Selected gate families:
(2 px per um)
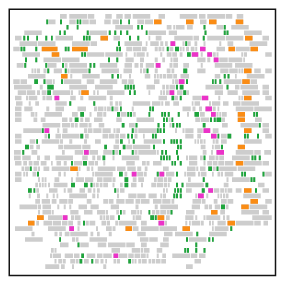
Metal 3:
(4 px per um)
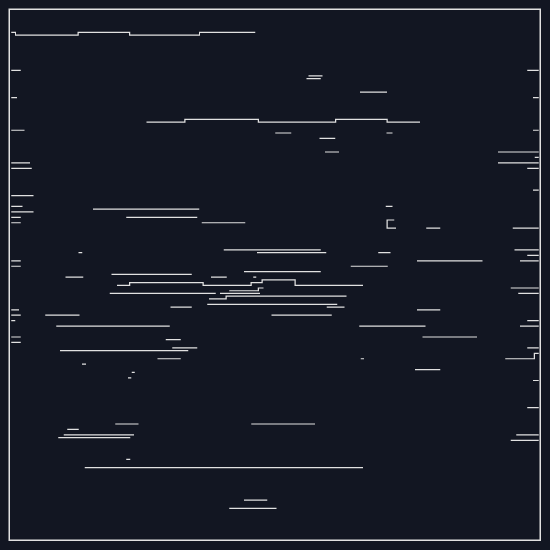
Clock wiring as the flow saved it:
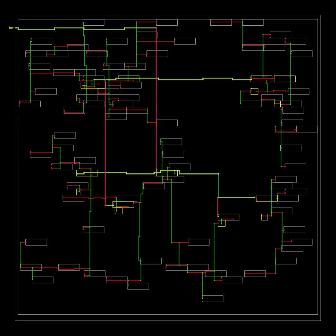
$ cat src/rtl/bresenham_circle_engine_pkg.sv
// Shared definitions for the Bresenham circle engine: FSM encoding and the
// per-octant swap/sign table used to map (x,y) onto the eight symmetric points.
package bresenham_circle_engine_pkg;

  typedef enum logic [1:0] {
    S_IDLE   = 2'd0,
    S_EMIT   = 2'd1,
    S_STEP   = 2'd2,
    S_FINISH = 2'd3
  } state_t;

  // Bit k describes octant k: swap x/y, negate the horizontal term, negate the vertical term.
  localparam logic [7:0] OCT_SWAP  = 8'b0110_0110;
  localparam logic [7:0] OCT_NEG_X = 8'b0011_1100;
  localparam logic [7:0] OCT_NEG_Y = 8'b1111_0000;

endpackage

$ cat src/rtl/bresenham_circle_engine_octant_map.sv
// Combinational octant mapper: (cx,cy,x,y,k) -> screen candidate plus clip flag.
module circle_octant_map
  import bresenham_circle_engine_pkg::*;
#(
  parameter int COORD_W = 10,
  parameter int RAD_W   = 9,
  parameter int H_RES   = 640,
  parameter int V_RES   = 480
) (
  input  logic [COORD_W-1:0] i_cx,
  input  logic [COORD_W-1:0] i_cy,
  input  logic [RAD_W-1:0]   i_x,
  input  logic [RAD_W-1:0]   i_y,
  input  logic [2:0]         i_k,
  output logic [COORD_W-1:0] o_px,
  output logic [COORD_W-1:0] o_py,
  output logic               o_clipped
);

  localparam int CW2 = COORD_W + 2;
  localparam logic signed [CW2-1:0] H_LIM = CW2'(H_RES);
  localparam logic signed [CW2-1:0] V_LIM = CW2'(V_RES);

  logic [RAD_W-1:0]      w_a;
  logic [RAD_W-1:0]      w_b;
  logic signed [CW2-1:0] w_cx;
  logic signed [CW2-1:0] w_cy;
  logic signed [CW2-1:0] w_da;
  logic signed [CW2-1:0] w_db;
  logic signed [CW2-1:0] w_px;
  logic signed [CW2-1:0] w_py;

  assign w_a  = OCT_SWAP[i_k] ? i_y : i_x;
  assign w_b  = OCT_SWAP[i_k] ? i_x : i_y;
  assign w_cx = $signed({2'b00, i_cx});
  assign w_cy = $signed({2'b00, i_cy});
  assign w_da = $signed(CW2'(w_a));
  assign w_db = $signed(CW2'(w_b));

  assign w_px = OCT_NEG_X[i_k] ? (w_cx - w_da) : (w_cx + w_da);
  assign w_py = OCT_NEG_Y[i_k] ? (w_cy - w_db) : (w_cy + w_db);

  assign o_px      = w_px[COORD_W-1:0];
  assign o_py      = w_py[COORD_W-1:0];
  assign o_clipped = w_px[CW2-1] || (w_px >= H_LIM) || w_py[CW2-1] || (w_py >= V_LIM);

endmodule

$ cat src/rtl/bresenham_circle_engine.sv
// Midpoint/Bresenham circle rasteriser emitting clipped, octant-masked pixels
// over a registered valid/ready stream.
module bresenham_circle_engine
  import bresenham_circle_engine_pkg::*;
#(
  parameter int COORD_W = 10,
  parameter int RAD_W   = 9,
  parameter int H_RES   = 640,
  parameter int V_RES   = 480
) (
  input  logic               clk,
  input  logic               rst,
  input  logic               start,
  input  logic [COORD_W-1:0] cx,
  input  logic [COORD_W-1:0] cy,
  input  logic [RAD_W-1:0]   radius,
  input  logic [7:0]         oct_mask,
  output logic               busy,
  output logic               done,
  output logic [COORD_W-1:0] px,
  output logic [COORD_W-1:0] py,
  output logic               pix_valid,
  input  logic               pix_ready
);

  localparam int DW = RAD_W + 3;
  localparam logic signed [DW-1:0] D_THREE = DW'(3);
  localparam logic signed [DW-1:0] D_SIX   = DW'(6);
  localparam logic signed [DW-1:0] D_TEN   = DW'(10);

  state_t                r_state;
  state_t                w_state_nxt;
  logic [COORD_W-1:0]    r_cx;
  logic [COORD_W-1:0]    r_cy;
  logic [7:0]            r_mask;
  logic                  r_zero;
  logic [RAD_W-1:0]      r_x;
  logic [RAD_W-1:0]      r_y;
  logic signed [DW-1:0]  r_d;
  logic [2:0]            r_oct;
  logic [COORD_W-1:0]    r_px;
  logic [COORD_W-1:0]    r_py;
  logic                  r_valid;

  logic [COORD_W-1:0]    w_cand_x;
  logic [COORD_W-1:0]    w_cand_y;
  logic                  w_clip;
  logic                  w_skip;
  logic                  w_accept;
  logic                  w_load;
  logic                  w_adv;
  logic                  w_step;
  logic [RAD_W-1:0]      w_x_nxt;
  logic [RAD_W-1:0]      w_y_nxt;
  logic signed [DW-1:0]  w_d_nxt;
  logic signed [DW-1:0]  w_xs;
  logic signed [DW-1:0]  w_ys;
  logic signed [DW-1:0]  w_d_init;

  circle_octant_map #(
    .COORD_W (COORD_W),
    .RAD_W   (RAD_W),
    .H_RES   (H_RES),
    .V_RES   (V_RES)
  ) u_map (
    .i_cx      (r_cx),
    .i_cy      (r_cy),
    .i_x       (r_x),
    .i_y       (r_y),
    .i_k       (r_oct),
    .o_px      (w_cand_x),
    .o_py      (w_cand_y),
    .o_clipped (w_clip)
  );

  assign w_skip   = !r_mask[r_oct] || w_clip;
  assign w_d_init = D_THREE - $signed(DW'({radius, 1'b0}));

  always_comb begin
    w_xs    = $signed(DW'(r_x));
    w_ys    = $signed(DW'(r_y));
    w_x_nxt = r_x + RAD_W'(1);
    if (r_d[DW-1]) begin
      w_d_nxt = r_d + (w_xs <<< 2) + D_SIX;
      w_y_nxt = r_y;
    end else begin
      w_d_nxt = r_d + ((w_xs - w_ys) <<< 2) + D_TEN;
      w_y_nxt = r_y - RAD_W'(1);
    end
  end

  always_ff @(posedge clk or negedge rst) begin
    if (!rst) r_state <= S_IDLE;
    else      r_state <= w_state_nxt;
  end

  // A pixel costs a load cycle plus the handshake; pix_ready only ever reaches registers.
  always_comb begin
    w_state_nxt = r_state;
    w_accept    = 1'b0;
    w_load      = 1'b0;
    w_adv       = 1'b0;
    w_step      = 1'b0;
    case (r_state)
      S_IDLE: begin
        if (start) begin
          w_accept    = 1'b1;
          w_state_nxt = S_EMIT;
        end
      end
      S_EMIT: begin
        if (r_valid)     w_adv  = pix_ready;
        else if (w_skip) w_adv  = 1'b1;
        else             w_load = 1'b1;
        // A zero radius collapses all octants onto the centre, so only octant 0 is visited.
        if (w_adv && (r_zero || (r_oct == 3'd7)))
          w_state_nxt = r_zero ? S_FINISH : S_STEP;
      end
      S_STEP: begin
        w_step      = 1'b1;
        w_state_nxt = (w_x_nxt <= w_y_nxt) ? S_EMIT : S_FINISH;
      end
      S_FINISH: w_state_nxt = S_IDLE;
      default:  w_state_nxt = S_IDLE;
    endcase
  end

  always_ff @(posedge clk or negedge rst) begin
    if (!rst) begin
      r_cx    <= '0;
      r_cy    <= '0;
      r_mask  <= '0;
      r_zero  <= 1'b0;
      r_x     <= '0;
      r_y     <= '0;
      r_d     <= '0;
      r_oct   <= '0;
      r_px    <= '0;
      r_py    <= '0;
      r_valid <= 1'b0;
    end else begin
      if (w_accept) begin
        r_cx   <= cx;
        r_cy   <= cy;
        r_mask <= oct_mask;
        r_zero <= (radius == '0);
        r_x    <= '0;
        r_y    <= radius;
        r_d    <= w_d_init;
        r_oct  <= '0;
      end
      if (w_load) begin
        r_px    <= w_cand_x;
        r_py    <= w_cand_y;
        r_valid <= 1'b1;
      end
      if (w_adv) begin
        r_valid <= 1'b0;
        r_oct   <= r_oct + 3'd1;
      end
      if (w_step) begin
        r_x <= w_x_nxt;
        r_y <= w_y_nxt;
        r_d <= w_d_nxt;
      end
    end
  end

  assign busy      = (r_state == S_EMIT) || (r_state == S_STEP);
  assign done      = (r_state == S_FINISH);
  assign px        = r_px;
  assign py        = r_py;
  assign pix_valid = r_valid;

endmodule

$ cat config.mk
export PLATFORM = sky130hd
export DESIGN_NAME = bresenham_circle_engine
export DESIGN_NICKNAME = d
export VERILOG_FILES = /design/src/rtl/bresenham_circle_engine_pkg.sv /design/src/rtl/bresenham_circle_engine_octant_map.sv /design/src/rtl/bresenham_circle_engine.sv
export SDC_FILE = /design/constraint.sdc
export NUM_CORES = 1
export LEC_CHECK = 0
export CAP_MARGIN = 20
export CORE_UTILIZATION = 45
export DETAILED_ROUTE_END_ITERATION = 16
export GPL_TIMING_DRIVEN = 0
export SYNTH_ARGS = -nofsm -noshare
export SYNTH_HDL_FRONTEND = slang
export SYNTH_HIERARCHICAL = 1
export SYNTH_SLANG_ARGS = --single-unit
$ cat constraint.sdc
create_clock -name clk -period 7.6 [get_ports clk]
set_input_delay 1.9 -clock clk [delete_from_list [all_inputs] [get_ports clk]]
set_output_delay 1.9 -clock clk [all_outputs]
set_load 0.01 [all_outputs]
==> run notes <==
* completed — result of the run
* 16.2 um — detail-routed net length per standard cell
* 8860 um^2 — Layout Cell Area excl Fill
* 8580 um^2 — cell area after placement
* 0.275 — sequential element share of the synthesized area
* 0.474 ns — Hold Slack
* 1,217 — cell count after placement
* 0.07 ns — clock-pin transition on the worst setup and hold timing paths
* 751 — Multi-In Gates
* 0.807 ns — transition time at the pin with the least slew margin
* 0.643 — share of the cycle needed by the critical path after routing
* 220 — number of tapcells
* 0.461 — Pre-Place Util
* 0.0311 — clock tree cell share of total cell area
* 84 — Seq cells post-synth
* 7650 um^2 — Yosys Chip Area
* 84 — count of sequential standard cells
* 933 — instance count of the mapped netlist
* 0 — Diodes inserted
* 16,600 um^2 — Placeable Area
* 2.71 ns — Worst Slack Setup Final
* 0.0903 — buffer share of cell area
* 0.63 ns — Slowest Stage Delay on Critical Path
* 0 — DRC
* 3 — Clock H-tree levels
* sky130_fd_sc_hd__xor2_1 — slowest library cell on the worst path
* 0 — final setup violation count
* sky130_fd_sc_hd__dfrtp_1 — cell accounting for the most synthesized area
* 0 — overflow left after global routing
* 132 um — width of the chip
* 0 ns — Sum Neg Setup Slack
* 0.0652 — xor and xnor area share after synthesis
* 17,500 um^2 — total die area
* reg -> reg — crit path kind
* 10 — maximum fanout along the worst path
* 1.00 — proportion of register bits with asynchronous set or reset after synthesis
* 132 um — Die Height
* 5.12 ns — arrival time of data at the critical path endpoint
* 0.245 — total global-route track usage
* 0.534 — Core Util, Final
* 69 — non-clock inverter total of the final layout
* sky130_fd_sc_hd__nand2_1 — Yosys top cell by instances
* 0 — Max-cap violations
* sky130_fd_sc_hd__dfrtp_1, sky130_fd_sc_hd__ha_1, sky130_fd_sc_hd__nand2_1 — top cells by area
-- 'selected gate families' (at the start) --
Green stands for nand cells, cells 230, where all over the die. Orange stands for mux cells, cells 32, where all over the die. Magenta stands for non-inverting ao/oa cells, cells 25.
most instantiated logic cell after routing: sky130_fd_sc_hd__nand2_1
Comb area share: 0.581
Final Non-Filler Cells: 1,233

-- 'metal 3' (at the start) --
82 nets have wire on it. The layer holds 4.8% of the routed length. The longest straight run is 69.2 um. The layer carries 950 um of wire. The wires run mostly horizontal.
total wirelength of the detailed-routed design: 20.0 mm
total vias in the final route: 6,744
met3 Track Usage GR: 0.0458

-- 'clock wiring as the flow saved it' (at the start) --
CTS sink count: 84
clock insertion delay at the later pin of the skew report: 0.35 ns
Max Clock Skew: 0.0131 ns
number of clock buffers inserted by TritonCTS: 9

worst max-delay path: cells and delay by family, from the launching register on:
family / cells / cell delay [ns]
AND-OR/OR-AND: 5 / 1.14
XOR/XNOR: 2 / 0.87
adder cells (fa/ha/maj): 1 / 0.30
buffers and inverters: 3 / 0.82
flip-flops: 1 / 0.57
multiplexers: 1 / 0.28
AND/OR/NAND/NOR: 4 / 0.78
path summary, 6_finish.rpt:
path	from	endpoint	slack (ns)	cells past startpoint
worst max-delay path	r_oct[1]$_DFFE_PN0P_	px[9]$_DFFE_PN0P_	2.71	16
worst min-delay path	r_mask[6]$_DFFE_PN0P_	r_mask[6]$_DFFE_PN0P_	0.47	2
worst max register to register	r_oct[1]$_DFFE_PN0P_	px[9]$_DFFE_PN0P_	2.71	16
worst min register to register	r_mask[6]$_DFFE_PN0P_	r_mask[6]$_DFFE_PN0P_	0.47	2
max in group asynchronous	rst	r_y[2]$_DFFE_PN0P_	5.50	2
min in group asynchronous	rst	r_cy[2]$_DFFE_PN0P_	1.47	1
logic make-up after synthesis:
logic type / Yosys count
buf+inv: 98
xor+xnor: 57
simple gates: 356
mux: 32
fa+ha+maj: 107
compound gates: 199
flops: 84
sequential cells by signal, summed over array words and instances (netlist names):
register and flops:
r_x 9, pix_valid 1, r_cx 10, r_y 9, r_zero 1, r_mask 8, px 10, py 10
r_d 11, r_cy 10, r_oct 3, r_state 2
per-layer routing:
metal,track usage,part of all wire
met3,0.0458,0.047
met1,0.339,0.48
met4,0.0562,0.014
met2,0.396,0.46
met5,0,0
